### config.mk
export PLATFORM = sky130hd
export DESIGN_NAME = mux_rr_arbiter
export DESIGN_NICKNAME = d
export VERILOG_FILES = /design/src/rtl/mux_rr_arbiter_pkg.sv /design/src/rtl/mux_rr_arbiter_mux.sv /design/src/rtl/mux_rr_arbiter.sv
export SDC_FILE = /design/constraint.sdc
export NUM_CORES = 1
export LEC_CHECK = 0
export CORE_ASPECT_RATIO = 1.25
export CORE_MARGIN = 2
export CORE_UTILIZATION = 38
export CTS_BUF_LIST = sky130_fd_sc_hd__clkbuf_8
export DETAILED_ROUTE_END_ITERATION = 12
export GPL_ROUTABILITY_DRIVEN = 0
export GPL_TIMING_DRIVEN = 0
export HOLD_SLACK_MARGIN = 0.05
export PLACE_DENSITY_LB_ADDON = 0.08
export SYNTH_ARGS = -nofsm -noshare
export SYNTH_HDL_FRONTEND = slang
export SYNTH_SLANG_ARGS = --single-unit
### constraint.sdc
create_clock -name clk -period 2.1 [get_ports clk]
set_input_delay 0.42 -clock clk [delete_from_list [all_inputs] [get_ports clk]]
set_output_delay 0.42 -clock clk [all_outputs]
set_load 0.01 [all_outputs]
### src/rtl/mux_rr_arbiter_pkg.sv
// Shared types for the round-robin mux arbiter.
// Owner states and output source encoding.
package mux_rr_arbiter_pkg;

  typedef enum logic [1:0] {
    IDLE  = 2'd0,
    OWN_A = 2'd1,
    OWN_B = 2'd2
  } arb_state_t;

  typedef enum logic {
    SRC_A = 1'b0,
    SRC_B = 1'b1
  } src_t;

endpackage

### src/rtl/mux_rr_arbiter_mux.sv
// WIDTH-bit 2:1 data mux selected by source.
// Feeds the arbiter's output register.
module arb_data_mux
  import mux_rr_arbiter_pkg::*;
#(
  parameter int WIDTH = 2
) (
  input  src_t             sel,
  input  logic [WIDTH-1:0] a,
  input  logic [WIDTH-1:0] b,
  output logic [WIDTH-1:0] y
);

  assign y = (sel == SRC_B) ? b : a;

endmodule

### src/rtl/mux_rr_arbiter.sv
// Two-requester round-robin arbiter with bounded burst and registered output.
// Define MUX_RR_ARBITER_STATS_EN to enable saturating transfer counters.
module mux_rr_arbiter
  import mux_rr_arbiter_pkg::*;
#(
  parameter int WIDTH = 2,
  parameter int BURST = 4,
  parameter int CNT_W = 16
) (
  input  logic             clk,
  input  logic             rst,
  input  logic             a_valid,
  input  logic [WIDTH-1:0] a_data,
  output logic             a_ready,
  input  logic             b_valid,
  input  logic [WIDTH-1:0] b_data,
  output logic             b_ready,
  output logic             out_valid,
  output logic [WIDTH-1:0] out_data,
  output logic             out_src,
  input  logic             out_ready,
  output logic [CNT_W-1:0] cnt_a,
  output logic [CNT_W-1:0] cnt_b
);

  localparam int BW = (BURST > 1) ? $clog2(BURST) : 1;

  arb_state_t       state_q, state_d;
  logic [BW-1:0]    burst_q, burst_d;
  src_t             last_q;
  src_t             sel;
  logic             load;
  logic             burst_max;
  logic             gnt_a, gnt_b;
  logic [WIDTH-1:0] mux_y;

  assign load      = !out_valid || out_ready;
  assign burst_max = (burst_q == BW'(BURST - 1));

  always_comb begin
    gnt_a   = 1'b0;
    gnt_b   = 1'b0;
    state_d = state_q;
    burst_d = burst_q;
    if (load && !rst) begin
      unique case (state_q)
        OWN_A: begin
          if (a_valid && (!b_valid || !burst_max)) gnt_a = 1'b1;
          else if (b_valid)                        gnt_b = 1'b1;
          burst_d = (gnt_a && b_valid) ? burst_q + BW'(1) : '0;
        end
        OWN_B: begin
          if (b_valid && (!a_valid || !burst_max)) gnt_b = 1'b1;
          else if (a_valid)                        gnt_a = 1'b1;
          burst_d = (gnt_b && a_valid) ? burst_q + BW'(1) : '0;
        end
        default: begin
          // Tie goes to the side that did not win last.
          if (a_valid && b_valid) begin
            if (last_q == SRC_B) gnt_a = 1'b1;
            else                 gnt_b = 1'b1;
          end else if (a_valid) begin
            gnt_a = 1'b1;
          end else if (b_valid) begin
            gnt_b = 1'b1;
          end
          burst_d = '0;
        end
      endcase
      state_d = gnt_a ? OWN_A : (gnt_b ? OWN_B : IDLE);
    end
  end

  assign a_ready = gnt_a;
  assign b_ready = gnt_b;
  assign sel     = gnt_b ? SRC_B : SRC_A;

  arb_data_mux #(.WIDTH(WIDTH)) u_mux (
    .sel (sel),
    .a   (a_data),
    .b   (b_data),
    .y   (mux_y)
  );

  always_ff @(posedge clk) begin
    if (rst) begin
      state_q   <= IDLE;
      burst_q   <= '0;
      last_q    <= SRC_B;
      out_valid <= 1'b0;
      out_data  <= '0;
      out_src   <= 1'b0;
    end else begin
      state_q <= state_d;
      burst_q <= burst_d;
      if (gnt_a || gnt_b) begin
        last_q   <= sel;
        out_data <= mux_y;
        out_src  <= sel;
      end
      if (load) out_valid <= gnt_a || gnt_b;
    end
  end

`ifdef MUX_RR_ARBITER_STATS_EN
  logic [CNT_W-1:0] cnt_a_q, cnt_b_q;

  always_ff @(posedge clk) begin
    if (rst) begin
      cnt_a_q <= '0;
      cnt_b_q <= '0;
    end else begin
      if (gnt_a && cnt_a_q != '1) cnt_a_q <= cnt_a_q + CNT_W'(1);
      if (gnt_b && cnt_b_q != '1) cnt_b_q <= cnt_b_q + CNT_W'(1);
    end
  end

  assign cnt_a = cnt_a_q;
  assign cnt_b = cnt_b_q;
`else
  assign cnt_a = '0;
  assign cnt_b = '0;
`endif

endmodule

Clock wiring as the flow saved it:
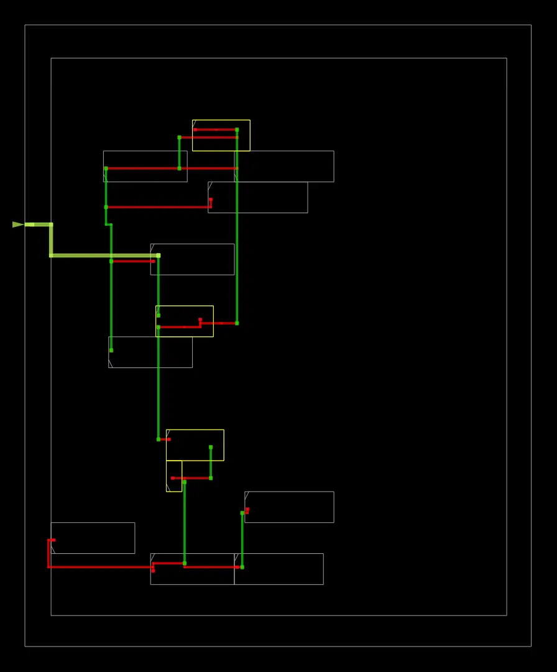
Late-Pin Clk Latency: 230 ps
clock buffers: 3

Sizing map:
(6 px per um)
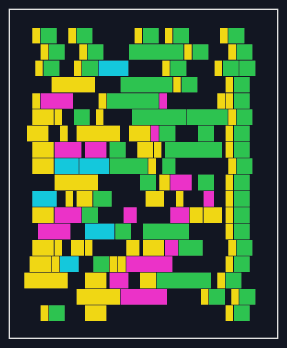
yellow -> x1 and smaller  # cells 71, share 49%, most used conb_1
green -> x3 and x4  # cells 53, share 37%, most used buf_4
cyan -> x6 and larger  # cells 6, share 4.1%, most used clkbuf_8
magenta -> x2  # cells 15, share 10%
Area Overhead vs Synth: 60.0%
Final WS setup: 23.0 ps

Gate families picked out:
(6 px per um)
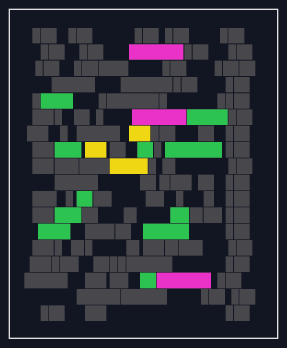
magenta -> fa/ha/maj cells  # cells 3
yellow -> non-inverting ao/oa cells  # cells 3
green -> aoi and oai cells  # cells 11
post-route insts no fill: 165
combinational share of cell area: 41.2%
Commonest Layout Cell: buf_4

==> power by group through the flow <==
stage	Clock [mW]	Sequential (mW)	Combinational, mW
floorplan	0	0.205	0.160
global placement	0	0.201	0.221
detailed placement	0	0.201	0.222
CTS	0.200	0.202	0.243
global route	0.213	0.203	0.308
finish	0.196	0.202	0.285
==> layer usage <==
| metal | vias up | share of wire (%) | wire (um) | GRT usage [%] |
|---|---|---|---|---|
| met5 | - | 0 | 0 | 0 |
| met4 | 0 | 0 | 0 | 7.58 |
| met3 | 0 | 6.7 | 106 | 2.31 |
| met2 | 25 | 55 | 866 | 23.7 |
| met1 | 267 | 39 | 613 | 12.5 |
| li1 | 345 | - | - | - |
==> metrics by stage <==
| stage | util (%) | std cells | worst slack (ps) | power (mW) | area [um^2] |
|---|---|---|---|---|---|
| 2_1_floorplan | - | 120 | 180 | 0.365 | 895 |
| 3_3_place_gp | 53.6 | 153 | -737 | 0.422 | 1050 |
| 3_5_place_dp | 53.6 | 153 | -734 | 0.423 | 1050 |
| 4_1_cts | 59.1 | 160 | 0.538 | 0.645 | 1160 |
| 5_1_grt | 63.5 | 165 | -11.6 | 0.724 | 1240 |
| 6_report | 63.5 | 165 | 23.0 | 0.683 | 1240 |
==> logic make-up after synthesis <==
kind of cell / share of synthesized area [%]
compound gates: 19.9
fa+ha+maj: 4.82
buf+inv: 36.8
flops: 23.2
mux: 1.29
other cells: 0.482
simple gates: 13.5
==> final cells by class <==
class | count | share of cell area [%]
tap | 20 | 2.01
timing repair buffer | 22 | 15.6
clock inverter | 1 | 0.302
inverter | 7 | 2.71
multi-input combinational | 70 | 41.2
buffer | 33 | 19.6
clock buffer | 3 | 3.32
sequential | 9 | 15.3
==> how the worst max path moves through the flow <==
stage	startpoint	to	slack (ps)
floorplan	state_q[0]	b_ready	180
global placement	a_valid	b_ready	-740
detailed placement	a_valid	b_ready	-730
CTS	state_q[0]	b_ready	0.5
global route	state_q[1]	a_ready	-10
finish	state_q[1]	a_ready	20
==> tightest hold or removal path, stage by stage, from the launching register on <==
cell and delay [ps]:
dfxtp_1 300, nand2_1 70, a221oi_2 50
==> layout by cell type, fill, tap and decap left out, drive strengths merged, types with 2 or more instances in the layout <==
cell           instances
dfxtp                  9
a211o                  2
inv                    8
nand2                  6
nor2b                  2
a22oi                  4
a221oi                 2
conb                  32
nor2                   5
buf                   43
clkdlybuf4s50          9
ha                     3
clkbuf                 5
==> flip-flops by register name (all words and copies together) (netlist names) <==
name and cells:
out_valid 1, burst_q 2, state_q 2, out_data 2, last_q 1, out_src 1
==> what timing repair did <==
action                                  4_1_cts  5_1_grt
pin swaps                                     3        5
buffers inserted                              3        6
gates resized                                25       14
hold buffers                                  0        0
endpoints found under the setup margin        2        2
==> flow_metrics.tcl <==
# implementation run metrics
set metrics [dict create \
    cp_top_family "simple AND/OR/NAND/NOR gates" \
    rr_endpoint "out_valid" \
    cts_buffer_depth 2 \
    hold_violations 0 \
    most_common_cell "buf_4" \
    whs_path_depth 2 \
    pwr-share-seq_pct 29.5 \
    cts_sinks 9 \
    p_leak_nw 0.624 \
    required_ps 1680 \
    grt_first_pass_wirelength_um 2210 \
    maxCapViolCount 0 \
    fmax_mhz 481 \
    ir_drop_v 0.000391 \
    avgRoutedWirePerCell_um 9.62 \
    path_class "flop to output pin" \
    grt_max_degree 10 \
    path_max_fanout 4 \
    fillers 183 \
    power_switching_mw 0.211 \
    drtAntennaViolNets 0 \
    syn-cell-area_um2 778 \
    async_flop_share_pct 0 \
    cp_slowest_cell "or3b_4" \
    startpoint_type "flop" \
    r2r_start "state_q[1]" \
    cts_buffers 3 \
    hp-start "out_data[0]" \
    synth_top_area_share_pct 30.9 \
    yosys.area.top_type "buf_4" \
    via_per_inst 3.86 \
    vias 637 \
    setup_viol 0 \
    ff2ff_setup_slack_ps 200 \
    flop_area_um2 190 \
    crit_chain "inv_2, ha_4, or3b_4, o2111ai_4, a211o_4, inv_6, buf_6" \
    antenna_found_initial 0 \
    ys_warn_count 0 \
    min_period_ps 2080 \
    std_cell_rows 18 \
    status "completed" \
    cp-end-kind "output pin" \
    ys_cells 89 \
    slowest_delay_ps 410 \
    synthFlopType "dfxtp_1" \
    layout-drive-gt1-share_pct 51.0 \
    p_sw_share_pct 30.9 \
    drt-initial-drc-count 1 \
    clkPwrFrac_pct 28.8 \
    first_pass_iters 2 \
    nets 158 \
    syn_area_per_cell_um2 8.74 \
    hpwlAfterDp_um 1110 \
    drc 0 \
    netlist_top_cells_count "32 x buf_4, 9 x dfxtp_1, 6 x inv_1, 6 x nand2_1, 5 x nor2_1" \
    htreeDepth 1 \
    yosys_area_um2 778 \
    coreArea_mm2 0.00196 \
    maxSlewViolCount 0 \
    fp_util_pct 39.7 \
    finalCritPeriodShare_pct 98.9 \
    path_depth 7 \
    grt_remaining_overflow 0 \
    whs_endpoint "out_data[0]" \
    cp.arrival_ps 1660 \
    port_buffers 13 \
    n_antenna_cell 0 \
    grtUsageTotal_pct 12.5 \
    setup_tns_ps 0 \
    synth_cell_types 30 \
    p_per_area_mw_per_mm2 548 \
    clockRootBuffer "clkbuf_8" \
    combPwrFrac_pct 41.7 \
    slew-limit-headroom_pct 66.6 \
    logic_area_um2 513 \
    p_int_mw 0.472 \
    area_leaders "buf_4 31%, dfxtp_1 23%, ha_1 4.8%" \
]
Power is estimated from default activity; no workload was simulated.
